===== src/rtl/zrb_sync_fifo_lvl_if.sv =====
// zrb_sync_fifo_lvl_if: request, data and status bundle for the level-aware sync fifo
interface zrb_sync_fifo_lvl_if #(
  parameter int ADDR_WIDTH = 4,
  parameter int DATA_WIDTH = 8
);
  logic                  flush;
  logic                  wr_en;
  logic [DATA_WIDTH-1:0] data_in;
  logic                  rd_en;
  logic [DATA_WIDTH-1:0] data_out;
  logic                  rd_valid;
  logic                  fifo_full;
  logic                  fifo_empty;
  logic                  almost_full;
  logic                  almost_empty;
  logic [ADDR_WIDTH:0]   fill_count;
  logic                  overflow;
  logic                  underflow;
  modport master (
    output flush, wr_en, data_in, rd_en,
    input  data_out, rd_valid, fifo_full, fifo_empty, almost_full, almost_empty,
           fill_count, overflow, underflow
  );
  modport slave (
    input  flush, wr_en, data_in, rd_en,
    output data_out, rd_valid, fifo_full, fifo_empty, almost_full, almost_empty,
           fill_count, overflow, underflow
  );
endinterface


===== src/rtl/zrb_sync_fifo_lvl.sv =====
// zrb_sync_fifo_lvl: single-clock fifo with fill count, level thresholds, sticky errors, flush and selectable read mode
module zrb_sync_fifo_lvl #(
  parameter int ADDR_WIDTH = 4,
  parameter int DATA_WIDTH = 8,
  parameter int FWFT       = 1,
  parameter int AF_LEVEL   = 12,
  parameter int AE_LEVEL   = 3
) (
  input logic                 clk,
  input logic                 reset,
  zrb_sync_fifo_lvl_if.slave  bus
);
  localparam int DEPTH = 1 << ADDR_WIDTH;
  localparam logic [ADDR_WIDTH:0] DEPTH_C = (ADDR_WIDTH+1)'(DEPTH);
  localparam logic [ADDR_WIDTH:0] AF_C    = (ADDR_WIDTH+1)'(AF_LEVEL);
  localparam logic [ADDR_WIDTH:0] AE_C    = (ADDR_WIDTH+1)'(AE_LEVEL);
  logic [DATA_WIDTH-1:0] mem [DEPTH];
  logic [ADDR_WIDTH:0]   wr_ptr, rd_ptr, cnt;
  logic [DATA_WIDTH-1:0] dout_q, head;
  logic                  rv_q, ovf_q, udf_q, full, empty, we, re, clr;
  assign full  = cnt == DEPTH_C;
  assign empty = cnt == '0;
  assign clr   = reset | bus.flush;
  assign we    = bus.wr_en & ~full & ~clr;
  assign re    = bus.rd_en & ~empty & ~clr;
  assign head  = mem[rd_ptr[ADDR_WIDTH-1:0]];
  // storage array, deliberately left uninitialised on reset
  always_ff @(posedge clk) begin
    if (we) mem[wr_ptr[ADDR_WIDTH-1:0]] <= bus.data_in;
  end
  // pointers, count, sticky errors and the registered read port
  always_ff @(posedge clk) begin
    if (clr) begin
      wr_ptr <= '0;
      rd_ptr <= '0;
      cnt    <= '0;
      ovf_q  <= 1'b0;
      udf_q  <= 1'b0;
      rv_q   <= 1'b0;
      if (reset) dout_q <= '0;
    end else begin
      if (we) wr_ptr <= wr_ptr + 1'b1;
      if (re) rd_ptr <= rd_ptr + 1'b1;
      cnt <= cnt + (ADDR_WIDTH+1)'(we) - (ADDR_WIDTH+1)'(re);
      if (bus.wr_en & full) ovf_q <= 1'b1;
      if (bus.rd_en & empty) udf_q <= 1'b1;
      rv_q <= re;
      if (re) dout_q <= head;
    end
  end
  assign bus.data_out     = (FWFT != 0) ? head : dout_q;
  assign bus.rd_valid     = (FWFT != 0) ? ~empty : rv_q;
  assign bus.fifo_full    = full;
  assign bus.fifo_empty   = empty;
  assign bus.almost_full  = cnt >= AF_C;
  assign bus.almost_empty = cnt <= AE_C;
  assign bus.fill_count   = cnt;
  assign bus.overflow     = ovf_q;
  assign bus.underflow    = udf_q;
endmodule


===== src/flat_wrapper.sv =====
// flat-port wrapper written by rule: the top's interface ports become plain ports
module zrb_sync_fifo_lvl_flat 
#(
  parameter int ADDR_WIDTH = 4,
  parameter int DATA_WIDTH = 8,
  parameter int FWFT       = 1,
  parameter int AF_LEVEL   = 12,
  parameter int AE_LEVEL   = 3
)
  (clk, reset, bus_flush, bus_wr_en, bus_data_in, bus_rd_en, bus_data_out, bus_rd_valid, bus_fifo_full, bus_fifo_empty, bus_almost_full, bus_almost_empty, bus_fill_count, bus_overflow, bus_underflow);
  zrb_sync_fifo_lvl_if #(.ADDR_WIDTH(ADDR_WIDTH), .DATA_WIDTH(DATA_WIDTH)) bus_i ();
  input logic clk;
  input logic reset;
  input wire logic [$bits(bus_i.flush)-1:0] bus_flush;
  input wire logic [$bits(bus_i.wr_en)-1:0] bus_wr_en;
  input wire logic [$bits(bus_i.data_in)-1:0] bus_data_in;
  input wire logic [$bits(bus_i.rd_en)-1:0] bus_rd_en;
  output wire logic [$bits(bus_i.data_out)-1:0] bus_data_out;
  output wire logic [$bits(bus_i.rd_valid)-1:0] bus_rd_valid;
  output wire logic [$bits(bus_i.fifo_full)-1:0] bus_fifo_full;
  output wire logic [$bits(bus_i.fifo_empty)-1:0] bus_fifo_empty;
  output wire logic [$bits(bus_i.almost_full)-1:0] bus_almost_full;
  output wire logic [$bits(bus_i.almost_empty)-1:0] bus_almost_empty;
  output wire logic [$bits(bus_i.fill_count)-1:0] bus_fill_count;
  output wire logic [$bits(bus_i.overflow)-1:0] bus_overflow;
  output wire logic [$bits(bus_i.underflow)-1:0] bus_underflow;
  assign bus_i.flush = bus_flush;
  assign bus_i.wr_en = bus_wr_en;
  assign bus_i.data_in = bus_data_in;
  assign bus_i.rd_en = bus_rd_en;
  assign bus_data_out = bus_i.data_out;
  assign bus_rd_valid = bus_i.rd_valid;
  assign bus_fifo_full = bus_i.fifo_full;
  assign bus_fifo_empty = bus_i.fifo_empty;
  assign bus_almost_full = bus_i.almost_full;
  assign bus_almost_empty = bus_i.almost_empty;
  assign bus_fill_count = bus_i.fill_count;
  assign bus_overflow = bus_i.overflow;
  assign bus_underflow = bus_i.underflow;
  zrb_sync_fifo_lvl #(.ADDR_WIDTH(ADDR_WIDTH), .DATA_WIDTH(DATA_WIDTH), .FWFT(FWFT), .AF_LEVEL(AF_LEVEL), .AE_LEVEL(AE_LEVEL)) u_core (.clk(clk), .reset(reset), .bus(bus_i));
endmodule

===== config.mk =====
export PLATFORM = sky130hd
export DESIGN_NAME = zrb_sync_fifo_lvl_flat
export DESIGN_NICKNAME = d
export VERILOG_FILES = /design/src/rtl/zrb_sync_fifo_lvl_if.sv /design/src/rtl/zrb_sync_fifo_lvl.sv /design/src/flat_wrapper.sv
export SDC_FILE = /design/constraint.sdc
export NUM_CORES = 1
export LEC_CHECK = 0
export CORE_MARGIN = 2
export CORE_UTILIZATION = 29
export DETAILED_ROUTE_END_ITERATION = 8
export GPL_TIMING_DRIVEN = 0
export SYNTH_ARGS = -nofsm -noshare
export SYNTH_HDL_FRONTEND = slang
export SYNTH_SLANG_ARGS = --single-unit

===== constraint.sdc =====
create_clock -name clk -period 3.6 [get_ports clk]
set_clock_uncertainty 0.2 [all_clocks]
set_input_delay 0.54 -clock clk [delete_from_list [all_inputs] [get_ports clk]]
set_output_delay 0.54 -clock clk [all_outputs]
set_load 0.005 [all_outputs]

==> changes_impl.md, run 1 <==
## Flow update

- ANT cells: 0
- Yosys warnings: 0
- Horizontal die size: 147.8 um
- CP endpoint kind: primary output
- Yosys chip area: roughly 6000 sq um
- Setup Crit Path Kind: register to primary output
- Initial Utilization: between 20% and 30%
- Async set-reset flop share out of synthesis: 0%
- Crit path cell chain: buf_1, mux4_1, a22oi_1, nand2_1, clkdlybuf4s50_1
- HPWL Detailed: 7894 um
- Initial DRC count: 189
- Clk_lat worst skew: roughly 420 ps
- Buf/Inv on CP: 2
- Status: complete, no violations
- Arrival time worst endpoint: around 2700 ps
- Worst slew margin: between 10% and 20%
- M1 WL: between 5000 and 6000 um
- Crit path DRT: roughly 2900 ps
- Hold WS: roughly 280 ps
- Initial antenna violation count: 0
- Worst slack at placement: approximately 120 ps
- CTS Buf Count: 17
- Setup repair bufs after CTS: 0
- Fin. max-slew vios: 0
- Synth cell types: 40
- Cycle use final: a little over nine tenths
- Post-Layout Inst Area: approximately 7200 sq um
- Root buf cell: clkbuf_16
- Site Rows: 52
- Flops after synth: around 150
- Final #Nets: 410
- Layout cells sized above 1: roughly 15%
- Log Warnings: 33
- Power per cell area: just over 500 nW/um^2
- Count of max-cap constraint violations: 0
- Min cycle time layout: 3462 ps
- Peak VDD IR: 0.3921 mV
- CP max FO: 10
- Longest Clk Path Bufs: 2
- CP top delay family: buffers and inverters
- Drt via density: 4.611
- Mapped Cells: 331
- Power share of the clock group: a little under half
- H-tree Lvls: 4
- Sequential share of power: between 50% and 60%
- Post-route ant nets: 0
- Final setup viols: 0
- Fmax: around 290 MHz
- Setup_tns: 0 ps
## run 1: layer usage
layer	global-route usage (%)	vias to the layer above
met5	0	-
met4	4.714	0
met3	4.074	9
met2	18.28	75
met1	14.80	1564
li1	-	1418
## run 1: final cells by class
type / count / area, sq um / share of cell area, %
clock buffer: 17 / 425.4 / 5.878
inverter: 12 / 45.04 / 0.6224
multi-input combinational: 157 / 1617 / 22.34
timing repair buffer: 32 / 320.3 / 4.426
sequential: 147 / 4224 / 58.37
tap: 270 / 337.8 / 4.668
buffer: 15 / 113.9 / 1.573
clock inverter: 15 / 153.9 / 2.127
## run 1: cell usage in the layout, fill, tap and decap left out, types with 5 or more instances in the layout
| cell | netlist | final |
|---|---|---|
| nor2_1 | 29 | 29 |
| xor2_1 | 5 | 5 |
| clkdlybuf4s50_1 | 0 | 32 |
| edfxtp_1 | 128 | 128 |
| mux4_2 | 16 | 16 |
| ha_1 | 14 | 14 |
| a22oi_1 | 16 | 16 |
| mux4_1 | 16 | 16 |
| a21oi_1 | 9 | 9 |
| nand2_1 | 16 | 16 |
| dfxtp_1 | 19 | 19 |
| inv_1 | 12 | 12 |
| clkbuf_16 | 0 | 17 |
## run 1: cells by family (layout without fill, tap and decap cells)
| group | count (synthesis) | after routing | share of synthesized area, % |
|---|---|---|---|
| flops | 147 | 147 | 70.41 |
| simple gates | 71 | 71 | 6.111 |
| compound gates | 31 | 31 | 3.379 |
| buf+inv | 27 | 91 | 2.648 |
| fa+ha+maj | 15 | 15 | 3.253 |
| xor+xnor | 7 | 7 | 1.022 |
| mux | 33 | 33 | 13.18 |
## run 1: metrics by stage
step,instances,utilization (%)
global route,665,35.65
global placement,633,32.80
floorplan,331,-
finish,665,35.65
detailed placement,633,32.80
CTS,665,35.65
## run 1: tightest hold or removal path: stages, from the launching register on
cell     delay, ps
dfxtp_1        330
a21oi_1         40
nor2_1          70
## run 1: sequential cells by signal (all words and copies together), names as in the netlist, named ones only
register	flops
u_core.bus.underflow	1
u_core.bus.overflow	1
u_core.rd_ptr	4
u_core.mem	128
u_core.bus.fill_count	5
u_core.wr_ptr	4
## run 1: power by group through the flow
stage	logic, mW	registers, mW	clock network (mW)
CTS	0.133	1.86	1.76
global route	0.143	1.86	1.83
detailed placement	0.133	1.90	0
global placement	0.128	1.90	0
finish	0.131	1.86	1.72
floorplan	0.0577	1.90	0
## run 1: worst paths after layout
| check | start | end | slack (ps) | cells past startpoint |
|---|---|---|---|---|
| worst max-delay path | register | bus_data_out[3] | 140 | 5 |
| worst min-delay path | u_core.bus.underflow | u_core.bus.underflow | 280 | 2 |
| worst max register to register | u_core.bus.fill_count[2] | u_core.bus.fill_count[4] | 440 | 14 |
| worst min register to register | u_core.bus.underflow | u_core.bus.underflow | 280 | 2 |
run_1/floorplan.png
Scale bar: 50 um. Pins as bars on the die edge.
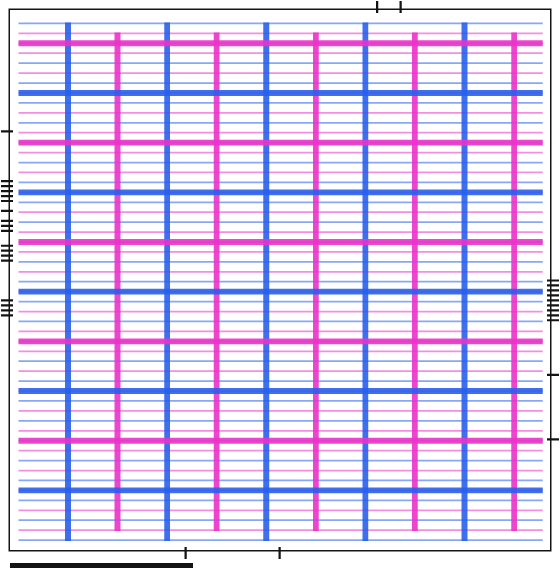
Key: blue = VSS; magenta = VDD
The core has 52 rows. 10 straps on met4. 10 straps on met5. 53 met1 rails follow the rows.

run_1/class_map.png
Scale bar: 50 um.
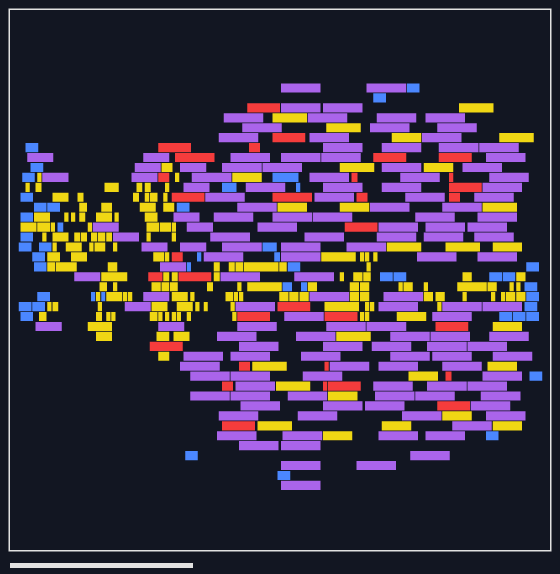
Key: purple = registers [cells 147, share of their area 61%]; blue = remaining buffers and delay cells [cells 47, share of their area 6.3%]; red = clock drivers and dummy loads [cells 32, share of their area 8.4%]; yellow = remaining logic cells [cells 169, share of their area 24%]

run_1/clock_wires.png
Scale bar: 50 um.
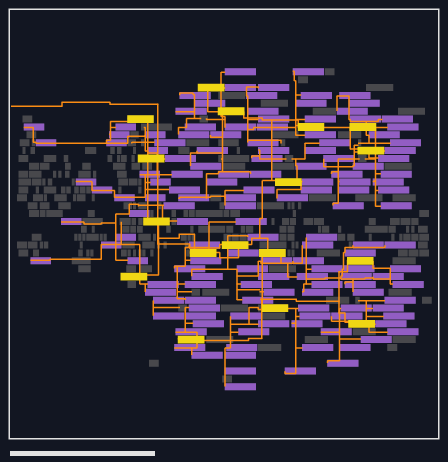
Key: purple = flip-flops [count 147]; orange = clock wires [length 1,780 um]; yellow = clock-net drivers [count 17]
There are 18 routed clock nets.

run_1/layers.png
Two of the layers only.
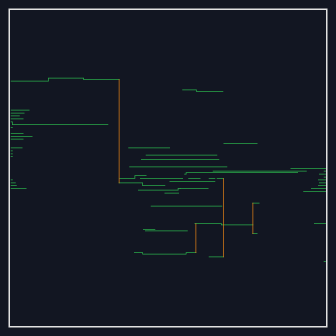
Key: orange = M4 [wire length 113 um]; green = M3 [wire length 742 um]
detailed-route via count: 3,066
Post-Route WL: 11,870 um
Tot GR Track Use: 11.65%
WL per Instance: 17.85 um

==> run 2: changes to the inputs <==
CAP_MARGIN = 10   (was default)
HOLD_SLACK_MARGIN = 0.05   (was default)
run_2/layers.png
Two of the layers only.
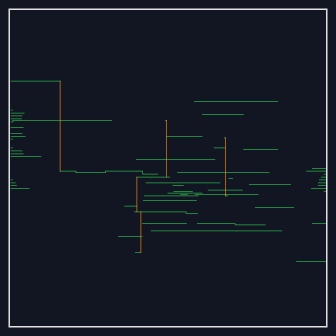
Key: green = M3 [wire length 809 um]; orange = M4 [wire length 131 um]

==> changes_impl.md, run 2 <==
## Flow update

- Longest Clk Path Bufs: 2
- Min cycle time layout: between 3000 and 4000 ps
- Flop2flop setup slack: 450 ps
- CTS Buf Count: 17
- Most numerous logic cells after layout: 128 x edfxtp_1, 32 x clkdlybuf4s50_1, 29 x nor2_1, 19 x dfxtp_1, 17 x clkbuf_16
- HPWL Detailed: ~7900 um
- Mapped Cells: 331
- Complex Gates by Area: around 3.4%
- CP max FO: 10
- Post-Route WL: around 12,000 um
- Fmax: between 200 and 300 MHz
- Clk_lat worst skew: roughly 410 ps
- And+or+nand+nor area frac: under 10%
- Adder share: about 3.3%
- Tot GR Track Use: between 10% and 20%
- Status: complete, no violations
- CP endpoint kind: primary output
- Worst R2R End: u_core.bus.fill_count[4]
- WL per Instance: around 18 um
- Site Rows: about 52
- Horizontal die size: 147.8 um
- Log Warnings: 33
- Layout cells sized above 1: between 15 and 20%
- H-tree Lvls: 4
- Count of max-cap constraint violations: 0
- Flops after synth: ~150
- Worst slew margin: roughly 43%
- Post-route ant nets: 0
- Top non-seq family: multiplexers
- Root buf cell: clkbuf_16
- Drt via density: between 4 and 5
- Placed Instances: between 600 and 700
- Setup Crit Path Kind: register to primary output
- Initial DRC count: 208
- Worst setup endpoint: bus_data_out[3]
- Peak VDD IR: a little over 0.3 mV
- Mux share: around an eighth
- Yosys warnings: 0
- Final setup viols: 0
- Power per cell area: roughly 500 nW/um^2
- Detailed-route via count: 3,028
- Initial Utilization: about 30%
- Crit path DRT: roughly 2900 ps
- Yosys xor share: about 1.0%
- Yosys chip area: between 5000 and 6000 sq um
- Most frequent logic cell in the layout: edfxtp_1
- Setup_tns: 0 ps
## run 2: cell counts after synthesis
No cell type changed its count.
## run 2: cell type report
cell class	count	area [sq um]	area share (%)
Sequential cell	147	4224	58.48
Multi-Input combinational cell	157	1617	22.38
Clock buffer	19	432.9	5.993
Timing Repair Buffer	36	345.3	4.781
Tap cell	270	337.8	4.677
Buffer	15	113.9	1.576
Clock inverter	12	107.6	1.490
Inverter	12	45.04	0.6236
## run 2: logic make-up (layout without fill, tap and decap cells)
logic type | after synthesis | count (layout)
adders and majority gates | 15 | 15
muxes | 33 | 33
DFF | 147 | 147
AOI/OAI and AO/OA | 31 | 31
xor gates and xnor gates | 7 | 7
and+or+nand+nor | 71 | 71
buffers and inverters | 27 | 94
## run 2: critical path, cell delays in order (launching register included)
cell             delay, ps
dfxtp_1                440
buf_1                  500
mux4_1                 430
a22oi_1                370
nand2_1                100
clkdlybuf4s50_1        450
## run 2: where the power goes
part           switching, mW  internal, mW
sequential           0.00489          1.86
combinational         0.0711        0.0606
clock                  0.656         0.946
## run 2: how the worst min path moves through the flow
stage                          from                   end  slack (ps)  cells after the start
5_1_grt        u_core.bus.underflow  u_core.bus.underflow         310                      2
3_3_place_gp    u_core.bus.overflow   u_core.bus.overflow         260                      2
3_5_place_dp   u_core.bus.underflow  u_core.bus.underflow         250                      2
2_1_floorplan   u_core.bus.overflow   u_core.bus.overflow         260                      2
4_1_cts        u_core.bus.underflow  u_core.bus.underflow         290                      2
6_report       u_core.bus.underflow  u_core.bus.underflow         280                      2
## run 2: through the flow
stage	area [sq um]	hold WS (ps)	util (%)
6_report	7223	282.9	35.58
5_1_grt	7223	314.2	35.58
4_1_cts	7211	286.6	35.52
3_5_place_dp	6670	254.4	32.86
3_3_place_gp	6658	255.3	32.80
2_1_floorplan	6000	260.4	-
## run 2: per-layer routing
metal | global-route usage [%] | vias up | part of all wire [%]
met3 | 4.198 | 13 | 6.9
met4 | 3.000 | 0 | 1.1
met5 | 0 | - | 0
met1 | 14.47 | 1512 | 43
met2 | 18.53 | 85 | 49
li1 | - | 1418 | -
==> run 3: changes to the inputs <==
SETUP_SLACK_MARGIN = 0.15   (was default)
run_3/class_map.png
Scale bar: 50 um.
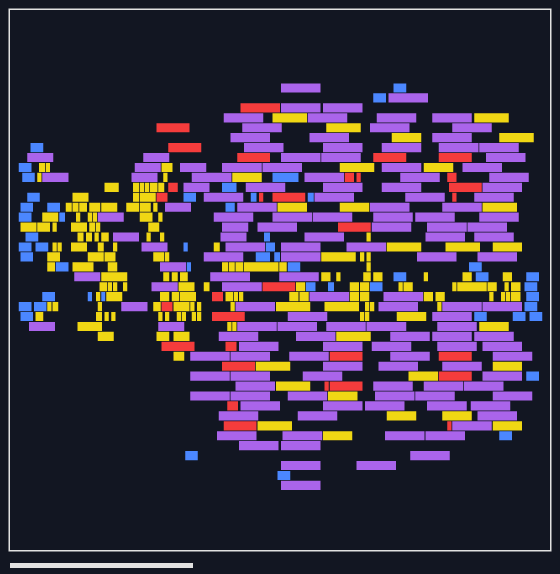
Key: red = clock drivers and dummy loads [cells 31, share of their area 7.8%]; yellow = remaining logic cells [cells 169, share of their area 24%]; purple = registers [cells 147, share of their area 61%]; blue = remaining buffers and delay cells [cells 51, share of their area 6.7%]
Post-Layout Inst Area: 7224 sq um
Core ar.: 20,300 sq um
Site Rows: 52
post-layout util: 35.59%
flop share of the area: 58.47%

==> changes_impl.md, run 3 <==
## Flow update

- Status: complete, no violations
- Final #Nets: around 410
- Post-route non-filler standard cell count: 668
- Drt via density: 4.533
- Buf/Inv on CP: 3
- Cycle use final: 90.92%
- Yosys warnings: 0
- Setup Crit Path Kind: register to primary output
- Max reg flops: around 130
- Crit path DRT: around 2900 ps
- Crit path cell chain: buf_6, buf_12, mux4_1, a22oi_1, nand2_1, clkdlybuf4s50_1
- HPWL Detailed: ~7900 um
- Async set-reset flop share out of synthesis: 0%
- WL per Instance: 17.55 um
- Most frequent logic cell in the layout: edfxtp_1
- Final setup viols: 0
- Log Warnings: 33
- CTS Buf Count: 17
- Root buf cell: clkbuf_16
- CP max FO: 10
- Most numerous logic cells after layout: 128 x edfxtp_1, 32 x clkdlybuf4s50_1, 29 x nor2_1, 19 x dfxtp_1, 17 x clkbuf_16
- Worst stage delay on the critical path: about 600 ps
- CP top delay family: buffers and inverters
- Fmax: 305.5 MHz
- Mapped Cells: around 330
## run 3: routing by layer
metal,global-route usage (%),vias up,part of all wire [%]
li1,-,1418,-
met1,14.47,1512,43
met2,18.53,85,49
met3,4.198,13,6.9
met4,3.000,0,1.1
met5,0,-,0
## run 3: cell families (layout without fill, tap and decap cells)
kind of cell,count (synthesis),in the layout,synth area share (%)
buffers and inverters,27,94,2.648
DFF,147,147,70.41
adders and majority gates,15,15,3.253
muxes,33,33,13.18
AOI/OAI and AO/OA,31,31,3.379
and+or+nand+nor,71,71,6.111
xor gates and xnor gates,7,7,1.022
## run 3: power by group
group	total [mW]	leakage (nW)	internal, mW	switching, mW
combinational	0.132	0.773	0.0606	0.0711
clock	1.60	0.253	0.946	0.656
sequential	1.86	1.30	1.86	0.00489
total	3.60	2.33	2.87	0.732
## run 3: area by class of cell
| cell class | count | area, sq um | share of cell area, % |
|---|---|---|---|
| inverters | 12 | 45.04 | 0.6235 |
| flip-flops and latches | 147 | 4224 | 58.47 |
| clock buffers | 19 | 432.9 | 5.992 |
| multi-input cells | 157 | 1617 | 22.38 |
| well taps | 270 | 337.8 | 4.676 |
| plain buffers | 15 | 115.1 | 1.593 |
| repair buffers | 36 | 345.3 | 4.780 |
| clock inverters | 12 | 107.6 | 1.489 |
## run 3: worst max path at each step
stage | endpoint | cells after the start | slack, ps
2_1_floorplan | u_core.bus.fill_count[4] | 14 | 770
3_3_place_gp | u_core.mem[3][1] | 5 | 170
3_5_place_dp | u_core.mem[0][2] | 5 | 150
4_1_cts | bus_data_out[3] | 6 | 310
5_1_grt | u_core.bus.fill_count[4] | 14 | 210
6_report | bus_data_out[3] | 6 | 330
## run 3: tightest hold or removal path: stages, from the launching register on
cell     delay, ps
dfxtp_1        330
a21oi_1         40
nor2_1          80
## run 3: through the flow
step           hold slack (ps)  area (sq um)  power [mW]  utilization [%]
2_1_floorplan            260.4          6000       1.956                -
3_3_place_gp             255.3          6658       2.027            32.80
5_1_grt                  314.2          7224       3.730            35.59
3_5_place_dp             254.4          6670       2.033            32.86
4_1_cts                  286.6          7212       3.637            35.53
6_report                 282.9          7224       3.598            35.59
Power is estimated from default activity; no workload was simulated.
